<file path="src/rtl/l2_ring_responder_if.sv">
// rtl/l2_ring_responder_if.sv - ring packet type and responder ring/L2 interface
package l2_ring_pkg;
    localparam logic [2:0] PKT_L2_READ      = 3'd0;
    localparam logic [2:0] PKT_L2_WRITE     = 3'd1;
    localparam logic [2:0] PKT_L2_WRITEBACK = 3'd2;

    typedef struct packed {
        logic        valid;
        logic        ack;
        logic [3:0]  dest_node;
        logic        cache_type;
        logic [2:0]  packet_type;
        logic [31:0] address;
        logic [31:0] data;
    } ring_packet_t;
endpackage

interface l2_ring_responder_if;
    l2_ring_pkg::ring_packet_t packet_in;
    l2_ring_pkg::ring_packet_t packet_out;
    logic                      l2_req_valid;
    l2_ring_pkg::ring_packet_t l2_req_packet;
    logic                      l2_req_ready;
    logic                      l2_resp_valid;
    l2_ring_pkg::ring_packet_t l2_resp_packet;
    logic                      l2_resp_ready;
    logic [31:0]               bounce_count;

    modport slave (
        input  packet_in, l2_req_ready, l2_resp_valid, l2_resp_packet,
        output packet_out, l2_req_valid, l2_req_packet, l2_resp_ready, bounce_count
    );

    modport master (
        output packet_in, l2_req_ready, l2_resp_valid, l2_resp_packet,
        input  packet_out, l2_req_valid, l2_req_packet, l2_resp_ready, bounce_count
    );
endinterface

</file>
<file path="src/rtl/l2_ring_responder.sv">
// rtl/l2_ring_responder.sv - memory-side ring endpoint: captures requests, inserts L2 responses
module l2_ring_responder #(
    parameter int REQ_FIFO_DEPTH  = 4,
    parameter int RESP_FIFO_DEPTH = 4
) (
    input  logic                 clk,
    input  logic                 reset,
    l2_ring_responder_if.slave   bus
);
    import l2_ring_pkg::*;

    localparam int RQ_AW = $clog2(REQ_FIFO_DEPTH);
    localparam int RQ_CW = RQ_AW + 1;
    localparam int RS_AW = $clog2(RESP_FIFO_DEPTH);
    localparam int RS_CW = RS_AW + 1;

    ring_packet_t             req_mem [REQ_FIFO_DEPTH];
    logic [RQ_AW-1:0]         req_wr_ptr, req_rd_ptr;
    logic [RQ_CW-1:0]         req_count;

    ring_packet_t             resp_mem [RESP_FIFO_DEPTH];
    logic [RS_AW-1:0]         resp_wr_ptr, resp_rd_ptr;
    logic [RS_CW-1:0]         resp_count;

    ring_packet_t             packet_out_q;
    ring_packet_t             next_packet;
    logic [31:0]              bounce_q;

    logic req_full, is_req, capture, bounce, req_deq;
    logic resp_full, resp_enq, slot_free, insert;

    // Full/empty decisions use start-of-cycle occupancy only.
    assign req_full  = (req_count == RQ_CW'(REQ_FIFO_DEPTH));
    assign is_req    = bus.packet_in.valid && !bus.packet_in.ack;
    assign capture   = is_req && !req_full;
    assign bounce    = is_req && req_full;
    assign req_deq   = (req_count != '0) && bus.l2_req_ready;

    assign resp_full = (resp_count == RS_CW'(RESP_FIFO_DEPTH));
    assign resp_enq  = bus.l2_resp_valid && !resp_full;
    assign slot_free = !bus.packet_in.valid || capture;
    assign insert    = slot_free && (resp_count != '0);

    assign bus.l2_req_valid  = (req_count != '0);
    assign bus.l2_req_packet = req_mem[req_rd_ptr];
    assign bus.l2_resp_ready = !resp_full;
    assign bus.packet_out    = packet_out_q;
    assign bus.bounce_count  = bounce_q;

    always_comb begin
        next_packet = bus.packet_in;
        if (capture) begin
            next_packet = '0;
        end
        if (insert) begin
            next_packet       = resp_mem[resp_rd_ptr];
            next_packet.valid = 1'b1;
            next_packet.ack   = 1'b1;
        end
    end

    always_ff @(posedge clk or posedge reset) begin
        if (reset) begin
            packet_out_q <= '0;
            bounce_q     <= '0;
            req_wr_ptr   <= '0;
            req_rd_ptr   <= '0;
            req_count    <= '0;
            resp_wr_ptr  <= '0;
            resp_rd_ptr  <= '0;
            resp_count   <= '0;
        end else begin
            packet_out_q <= next_packet;
            if (bounce && (bounce_q != 32'hFFFF_FFFF)) begin
                bounce_q <= bounce_q + 32'd1;
            end

            if (capture) req_wr_ptr <= req_wr_ptr + RQ_AW'(1);
            if (req_deq) req_rd_ptr <= req_rd_ptr + RQ_AW'(1);
            case ({capture, req_deq})
                2'b10:   req_count <= req_count + RQ_CW'(1);
                2'b01:   req_count <= req_count - RQ_CW'(1);
                default: req_count <= req_count;
            endcase

            if (resp_enq) resp_wr_ptr <= resp_wr_ptr + RS_AW'(1);
            if (insert)   resp_rd_ptr <= resp_rd_ptr + RS_AW'(1);
            case ({resp_enq, insert})
                2'b10:   resp_count <= resp_count + RS_CW'(1);
                2'b01:   resp_count <= resp_count - RS_CW'(1);
                default: resp_count <= resp_count;
            endcase
        end
    end

    // Storage needs no reset; occupancy counters define what is live.
    always_ff @(posedge clk) begin
        if (capture)  req_mem[req_wr_ptr]   <= bus.packet_in;
        if (resp_enq) resp_mem[resp_wr_ptr] <= bus.l2_resp_packet;
    end
endmodule

</file>
<file path="src/flat_wrapper.sv">
// flat-port wrapper written by rule: the top's interface ports become plain ports
module l2_ring_responder_flat import l2_ring_pkg::*;
#(
    parameter int REQ_FIFO_DEPTH  = 4,
    parameter int RESP_FIFO_DEPTH = 4
)
  (clk, reset, bus_packet_in, bus_l2_req_ready, bus_l2_resp_valid, bus_l2_resp_packet, bus_packet_out, bus_l2_req_valid, bus_l2_req_packet, bus_l2_resp_ready, bus_bounce_count);
  l2_ring_responder_if bus_i ();
  input  logic clk;
  input  logic reset;
  input wire logic [$bits(bus_i.packet_in)-1:0] bus_packet_in;
  input wire logic [$bits(bus_i.l2_req_ready)-1:0] bus_l2_req_ready;
  input wire logic [$bits(bus_i.l2_resp_valid)-1:0] bus_l2_resp_valid;
  input wire logic [$bits(bus_i.l2_resp_packet)-1:0] bus_l2_resp_packet;
  output wire logic [$bits(bus_i.packet_out)-1:0] bus_packet_out;
  output wire logic [$bits(bus_i.l2_req_valid)-1:0] bus_l2_req_valid;
  output wire logic [$bits(bus_i.l2_req_packet)-1:0] bus_l2_req_packet;
  output wire logic [$bits(bus_i.l2_resp_ready)-1:0] bus_l2_resp_ready;
  output wire logic [$bits(bus_i.bounce_count)-1:0] bus_bounce_count;
  assign bus_i.packet_in = bus_packet_in;
  assign bus_i.l2_req_ready = bus_l2_req_ready;
  assign bus_i.l2_resp_valid = bus_l2_resp_valid;
  assign bus_i.l2_resp_packet = bus_l2_resp_packet;
  assign bus_packet_out = bus_i.packet_out;
  assign bus_l2_req_valid = bus_i.l2_req_valid;
  assign bus_l2_req_packet = bus_i.l2_req_packet;
  assign bus_l2_resp_ready = bus_i.l2_resp_ready;
  assign bus_bounce_count = bus_i.bounce_count;
  l2_ring_responder #(.REQ_FIFO_DEPTH(REQ_FIFO_DEPTH), .RESP_FIFO_DEPTH(RESP_FIFO_DEPTH)) u_core (.clk(clk), .reset(reset), .bus(bus_i));
endmodule
</file>
<file path="config.mk">
export PLATFORM = sky130hd
export DESIGN_NAME = l2_ring_responder_flat
export DESIGN_NICKNAME = d
export VERILOG_FILES = /design/src/rtl/l2_ring_responder_if.sv /design/src/rtl/l2_ring_responder.sv /design/src/flat_wrapper.sv
export SDC_FILE = /design/constraint.sdc
export NUM_CORES = 1
export LEC_CHECK = 0
export ABC_CLOCK_PERIOD_IN_PS = 9000
export CAP_MARGIN = 5
export CORE_ASPECT_RATIO = 1.4
export CORE_MARGIN = 10
export CORE_UTILIZATION = 42
export DETAILED_ROUTE_END_ITERATION = 8
export PLACE_DENSITY = 0.71
export SLEW_MARGIN = 20
export SYNTH_ARGS = -nofsm -noshare
export SYNTH_HDL_FRONTEND = slang
export SYNTH_SLANG_ARGS = --single-unit
</file>
<file path="constraint.sdc">
create_clock -name clk -period 9 [get_ports clk]
set_input_delay 0.9 -clock clk [delete_from_list [all_inputs] [get_ports clk]]
set_output_delay 0.9 -clock clk [all_outputs]
set_load 0.01 [all_outputs]
</file>
==> results_slide.txt, run 1 <==
Flow Results at a Glance

Synthesis
  • Xor+xnor area frac: 1.40%
  • Syn nets: 1465
  • Seq/Total Area, Yosys: 78.2%
  • Syn Area/Cell: 20.2 µm²
  • Mux share: 12.7%
  • Simple share: 4.12%
  • Dominant flop cell: edfxtp_1
  • Number of enable flip-flop cells: 584
  • Flops out of synthesis: 704
  • Mapped cell area: 26300 µm²
  • Cell Type Count: 37

Timing
  • Relative max-transition margin: 32.6%
  • Final setup margin: 4450 ps
  • Transition time of the tightest slew-check pin: 1010 ps
  • Post-layout minimum cycle time: 4550 ps
  • Final worst-path cycle share: 50.6%
  • Max Fclk: 220 MHz

Setup path
  • Critical Path Max Stage Delay: 1060 ps
  • Register-to-Register Path Depth: 8
  • CP Launch Point: u_core.req_rd_ptr[0]
  • Worst R2R End: u_core.bus.packet_out[28]
  • Crit path kind: flip-flop to primary output

Clock network
  • Worst-path clk slew: 70 ps
  • H-Tree Depth: 3
  • Clk sinks: 704
  • Num CTS Buffers: 68

Cells and area
  • Layout fillers: 4783
  • Sequential cell area: 20600 µm²
  • Layout cells sized above 1: 17.2%
  • Combinational Area: 5450 µm²
  • Area delta synth->final: 25.2%

GRT
  • Initial antenna violation count: 14

Route
  • Avg WL per Cell: 25.3 µm
  • DRC Markers: 0
  • Post-DRT Antenna Nets: 0

Run status
  • Status: finished, final reports clean

Power and ir drop
  • Power Dens Cells: 316 nW/µm²

Flow run
  • Max_cap viols: 0

Place
  • GPL Wtd Cong: 0.808
  • Buffers on Ports: 331

Die
  • Core box area: 62000 µm²
  • Num rows: 108
==> run 1: where the power goes <==
group	leakage (nW)	internal [W]	switching [W]	total (W)
Clock	1.12	0.00171	0.00120	0.00291
Sequential	6.82	0.00418	0.000348	0.00453
Combinational	3.34	0.00150	0.00146	0.00297
Total	11.3	0.00740	0.00301	0.0104
==> run 1: worst min-delay path by stage <==
stage / startpoint / endpoint / slack [ps] / depth (start not counted)
after floorplan: u_core.resp_count[2] / u_core.resp_count[2] / 460 / 1
after global placement: u_core.bus.bounce_count[5] / u_core.bus.bounce_count[5] / 480 / 1
after detailed placement: u_core.bus.bounce_count[27] / u_core.bus.bounce_count[27] / 490 / 1
after CTS: u_core.bus.bounce_count[27] / u_core.bus.bounce_count[27] / 500 / 1
after global routing: u_core.bus.bounce_count[5] / u_core.bus.bounce_count[5] / 520 / 1
final: u_core.bus.bounce_count[27] / u_core.bus.bounce_count[27] / 500 / 1
==> run 1: flip-flops by register name, summed over array words and instances (netlist names) <==
register / flops
u_core.req_count: 3
u_core.bus.packet_out: 74
u_core.resp_wr_ptr: 2
u_core.resp_rd_ptr: 2
u_core.req_mem: 296
u_core.resp_count: 3
u_core.bus.bounce_count: 32
u_core.req_rd_ptr: 2
u_core.resp_mem: 288
u_core.req_wr_ptr: 2
==> run 1: metrics by stage <==
| stage | power (W) | area [µm²] | util, % | instances |
|---|---|---|---|---|
| 2_1_floorplan | 0.00611 | 26300 | - | 1300 |
| 3_3_place_gp | 0.00757 | 30600 | 49.3 | 2417 |
| 3_5_place_dp | 0.00764 | 30600 | 49.3 | 2418 |
| 4_1_cts | 0.0106 | 32900 | 53.0 | 2544 |
| 5_1_grt | 0.0109 | 32900 | 53.0 | 2551 |
| 6_report | 0.0104 | 32900 | 53.1 | 2552 |
==> run 1: cells in the final DEF, fill, tap and decap left out, types with 14 or more instances in the layout <==
| master | n |
|---|---|
| buf_4 | 20 |
| clkbuf_1 | 16 |
| clkbuf_16 | 70 |
| clkdlybuf4s50_1 | 331 |
| clkinv_2 | 14 |
| dfrtp_1 | 116 |
| edfxtp_1 | 584 |
| inv_1 | 16 |
| mux4_2 | 146 |
| nand2_1 | 160 |
| nand4_1 | 18 |
| o21ai_0 | 52 |
| o21ai_1 | 22 |
| xnor2_1 | 36 |
==> run 1: kinds of logic (layout without fill, tap and decap cells) <==
| kind of cell | Yosys count | count (layout) |
|---|---|---|
| flip-flops | 704 | 704 |
| AND/OR/NAND/NOR | 236 | 236 |
| multiplexers | 151 | 151 |
| AND-OR/OR-AND | 77 | 77 |
| buffers and inverters | 77 | 496 |
| XOR/XNOR | 42 | 42 |
| adder cells (fa/ha/maj) | 13 | 13 |
| other | 0 | 8 |
==> run 1: area by class of cell <==
class | count | area share (%)
sequential | 704 | 62.5
multi-input combinational | 519 | 16.6
timing repair buffer | 352 | 10.6
clock buffer | 87 | 5.55
tap | 825 | 3.14
clock inverter | 39 | 1.40
inverter | 18 | 0.221
antenna | 8 | 0.0608
==> run 1: metal layers <==
layer	up-vias	global-route usage [%]	part of all wire [%]
met3	115	3.80	6.2
met4	12	7.74	3.1
met5	-	0	0.096
met2	458	28.9	51
li1	5856	-	-
met1	6939	22.0	40
==> run_1/clk_routes.png <==
Drawn at 1 px/µm.
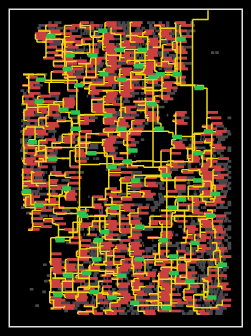
clock wires -> yellow  # length 8000 µm
clock drivers -> green  # count 68
flip-flops -> red  # count 704
routed clock nets = 69

==> run_1/detail.png <==
Window x 164 to 184, y 69 to 89 µm. Cells in gray, sequential cells in the stronger gray; small squares are vias.
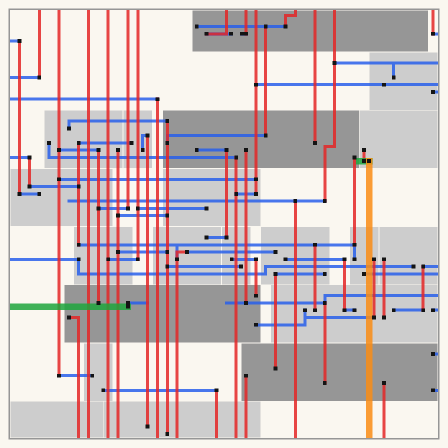
metal 3 -> green
metal 1 -> blue
metal 4 -> orange
metal 2 -> red
most frequent = inv_1 (3), dfrtp_1 (3)
netlist names of flops here include = `u_core.req_count` (3), `u_core.req_mem` (1)
cells with their middle in the window = 18
sequential cells in the window = 4

==> run_1/wires.png <==
Drawn at 1 px/µm.
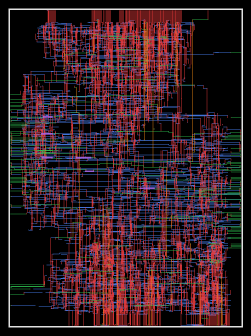
metal 2 -> red  # wire length 33.0 mm
metal 1 -> blue  # wire length 25.6 mm
metal 3 -> green  # wire length 4010 µm
metal 5 -> purple  # wire length 62.6 µm
metal 4 -> orange  # wire length 1980 µm

--- run 2 (diff from run 1) ---
--- a/config.mk
+++ b/config.mk
@@ -5,7 +5,7 @@
 export SDC_FILE = /design/constraint.sdc
 export NUM_CORES = 1
 export LEC_CHECK = 0
-export ABC_CLOCK_PERIOD_IN_PS = 9000
+export ABC_CLOCK_PERIOD_IN_PS = 4600
 export CAP_MARGIN = 5
 export CORE_ASPECT_RATIO = 1.4
 export CORE_MARGIN = 10
==> constraint.sdc (replaced) <==
create_clock -name clk -period 4.6 [get_ports clk]
set_input_delay 0.46 -clock clk [delete_from_list [all_inputs] [get_ports clk]]
set_output_delay 0.46 -clock clk [all_outputs]
set_load 0.01 [all_outputs]
==> run_2/detail.png <==
Window x 164 to 184, y 69 to 89 µm. Cells in gray, sequential cells in the stronger gray; small squares are vias.
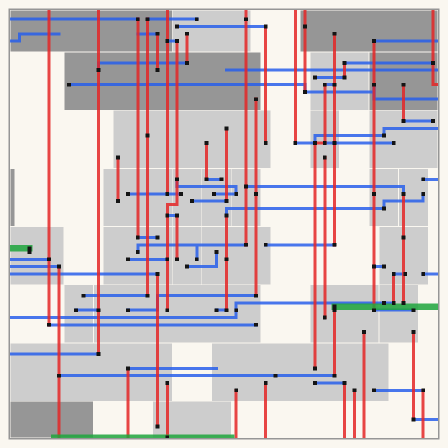
metal 3 -> green
metal 1 -> blue
metal 2 -> red
netlist names of flops here include = `u_core.req_count` (3)
most frequent = xnor2_1 (3), inv_1 (3), dfrtp_1 (3)
sequential cells in the window = 3
cells with their middle in the window = 26

==> run_2/clk_routes.png <==
Drawn at 1 px/µm.
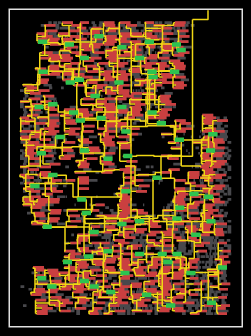
flip-flops -> red  # count 704
clock wires -> yellow  # length 7800 µm
clock drivers -> green  # count 68
routed clock nets = 69
flops lie = spread over the die

==> run_2/wires.png <==
Drawn at 1 px/µm.
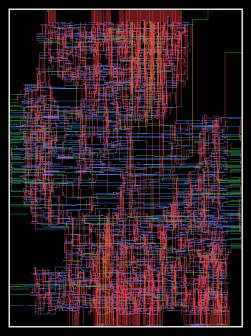
metal 3 -> green  # wire length 3760 µm
metal 4 -> orange  # wire length 2070 µm
metal 1 -> blue  # wire length 25.8 mm
metal 5 -> purple  # wire length 65.3 µm
metal 2 -> red  # wire length 31.9 mm

==> results_slide.txt, run 2 <==
Flow Results at a Glance

Hold path
  • Min-delay worst type: input pin to async pin

Synthesis
  • Number of enable flip-flop cells: 584 (unchanged)
  • Cell Type Count: 37 (unchanged)
  • Syn Area/Cell: 20.2 µm² (unchanged)
  • Asr flop ratio synth: 17.0%
  • Flops out of synthesis: 704 (unchanged)
  • Post-Syn Instances: 1300
  • Mapped cell area: 26300 µm² (unchanged)
  • Syn nets: 1465 (unchanged)
  • Commonest cells in the synthesized netlist: edfxtp_1 (584), nand2_1 (160), mux4_2 (146), dfrtp_1 (120), o21ai_0 (52)
  • Dominant flop cell: edfxtp_1
  • Top-area cell share: 66.7%
  • Seq/Total Area, Yosys: 78.2% (unchanged)
  • Area leader, netlist: edfxtp_1
  • Largest cells by area after synthesis: edfxtp_1 (67%), mux4_2 (13%), dfrtp_1 (11%)

Route
  • Post-DRT Antenna Nets: 0 (unchanged)
  • Avg WL per Cell: 24.9 µm (-1.7%)
  • Initial DRC Count: 1026
  • DRC Markers: 0 (unchanged)
  • Pre-antenna DRT Iters: 5
  • DR vias/cell: 5.20
  • Via count: 13270

Setup path
  • CP top delay family: flip-flops
  • R2r startpoint: u_core.req_count[0]
  • Ordered list of cells on the worst path: buf_4 > mux4_2 > clkdlybuf4s50_1
  • Crit path kind: flip-flop to primary output
  • CP Launch Point: u_core.req_rd_ptr[1]
  • Critical Path Max Stage Delay: 1140 ps (+80 ps)
  • CP max stage cell: dfrtp_4
  • CP Max Fanout: 67
  • Crit path DRT: 4140 ps

Cells and area
  • Combinational Area: 5450 µm² (unchanged)
  • Sequential cell area: 20600 µm² (unchanged)
  • Utilization after layout: 53.1% (about the same)
  • Fin area: 32900 µm² (about the same)
  • Largest register FFs: 296 (unchanged)
  • Layout cells sized above 1: 17.3% (+0.058 points)
  • Area delta synth->final: 25.3% (about the same)
  • Top logic cells by instance count in the layout: edfxtp_1 (584), clkdlybuf4s50_1 (331), nand2_1 (160), mux4_2 (146), dfrtp_1 (116)
  • Commonest Layout Cell: edfxtp_1
  • Final #Nets: 1829
  • Most flops, register: u_core.req_mem
  • Layout fillers: 4804 (+0.44%)

GRT
  • Global-route met1 utilization: 21.9% (-0.10 points)
  • Initial antenna violation count: 12 (-2)
  • GR Overflow Total: 0
  • Vias in the first global route: 14256
  • Top Usage Layer GRT: met2
  • GR Util All Layers: 17.3%
  • Global-route met3 utilization: 4.15% (+0.35 points)
  • GR Util met2: 28.1% (-0.78 points)

Place
  • Buffers on Ports: 331 (unchanged)
  • Post-DP HPWL: 41600 µm
  • GPL Wtd Cong: 0.837 (+3.6%)
  • Placed inst area: 30600 µm² (+0.14%)
  • Dpl ws: 1390 ps

Die
  • Core box area: 62000 µm² (unchanged)
  • Core Util at FP: 42.4%
  • IO Count: 334
  • Num rows: 108 (unchanged)
  • Die y size: 316 µm

Timing
  • Final worst-path cycle share: 76.4%
  • Final Setup Violations: 0
  • Transition time of the tightest slew-check pin: 1120 ps (+107 ps)
  • Setup TNS: 0 ps
  • Max Fclk: 284 MHz
  • Relative max-transition margin: 25.5% (-7.1 points)
  • RSZ-0062 raised after global routing: no
  • Final setup margin: 1080 ps (-3370 ps)
  • Post-layout minimum cycle time: 3520 ps
  • Worst Skew: 17.9 ps

Clock network
  • H-Tree Depth: 3 (unchanged)
  • Worst-path clk slew: 60 ps (about the same)
  • Post-CTS Hold Fix Bufs: 0
  • Num CTS Buffers: 68 (unchanged)
  • Clk sinks: 704 (unchanged)

Power and ir drop
  • Power Total: 0.0203 W (+95%)
  • Largest vdd supply drop: 0.350 mV
  • Power Dens Cells: 616 nW/µm² (+95%)
  • Leakage: 11.3 nW

Run status
  • Status: finished, final reports clean

Flow run
  • Max_cap viols: 0 (unchanged)
==> run 2: cell families after synthesis <==
kind of cell	after synthesis	synth area share [%]
buffers and inverters	77	1.32
xor gates and xnor gates	42	1.40
and+or+nand+nor	236	4.12
DFF	704	78.2
AOI/OAI and AO/OA	77	1.60
muxes	151	12.7
adders and majority gates	13	0.676
==> run 2: report_power, final <==
| part | switching [W] | internal (W) | leakage [nW] |
|---|---|---|---|
| clock network | 0.00236 | 0.00321 | 1.08 |
| registers | 0.000735 | 0.00818 | 6.82 |
| logic | 0.00280 | 0.00300 | 3.37 |
| total | 0.00589 | 0.0144 | 11.3 |
==> run 2: final timing paths <==
check	endpoint	slack [ps]	cells past startpoint
setup / recovery	bus_l2_req_packet[47]	1080	3
hold reg to reg	u_core.resp_count[0]	500	1
max in group asynchronous	u_core.bus.packet_out[53]	3040	3
min in group clk	u_core.resp_mem[2][28]	490	1
setup reg to reg	u_core.resp_count[2]	2190	9
hold / removal	u_core.bus.packet_out[30]	400	2
==> run 2: layout make-up <==
type	count	area share, %
Clock buffer	92	5.75
Timing Repair Buffer	353	10.8
Clock inverter	33	1.04
Multi-Input combinational cell	519	16.5
Inverter	18	0.220
Antenna cell	8	0.0608
Sequential cell	704	62.4
Tap cell	825	3.13
==> run 2: per-layer routing <==
layer | routed length [µm] | vias up | part of all wire (%)
met5 | 65 | - | 0.10
li1 | - | 5873 | -
met1 | 25800 | 6894 | 41
met3 | 3760 | 106 | 5.9
met4 | 2070 | 12 | 3.3
met2 | 31900 | 385 | 50
==> run 2: metrics by stage <==
step,hold WS (ps),std cells
after CTS,450,2543
after global placement,479,2418
after detailed placement,484,2418
after floorplan,464,1300
after global routing,461,2550
final,395,2552
Power is estimated from default activity; no workload was simulated.
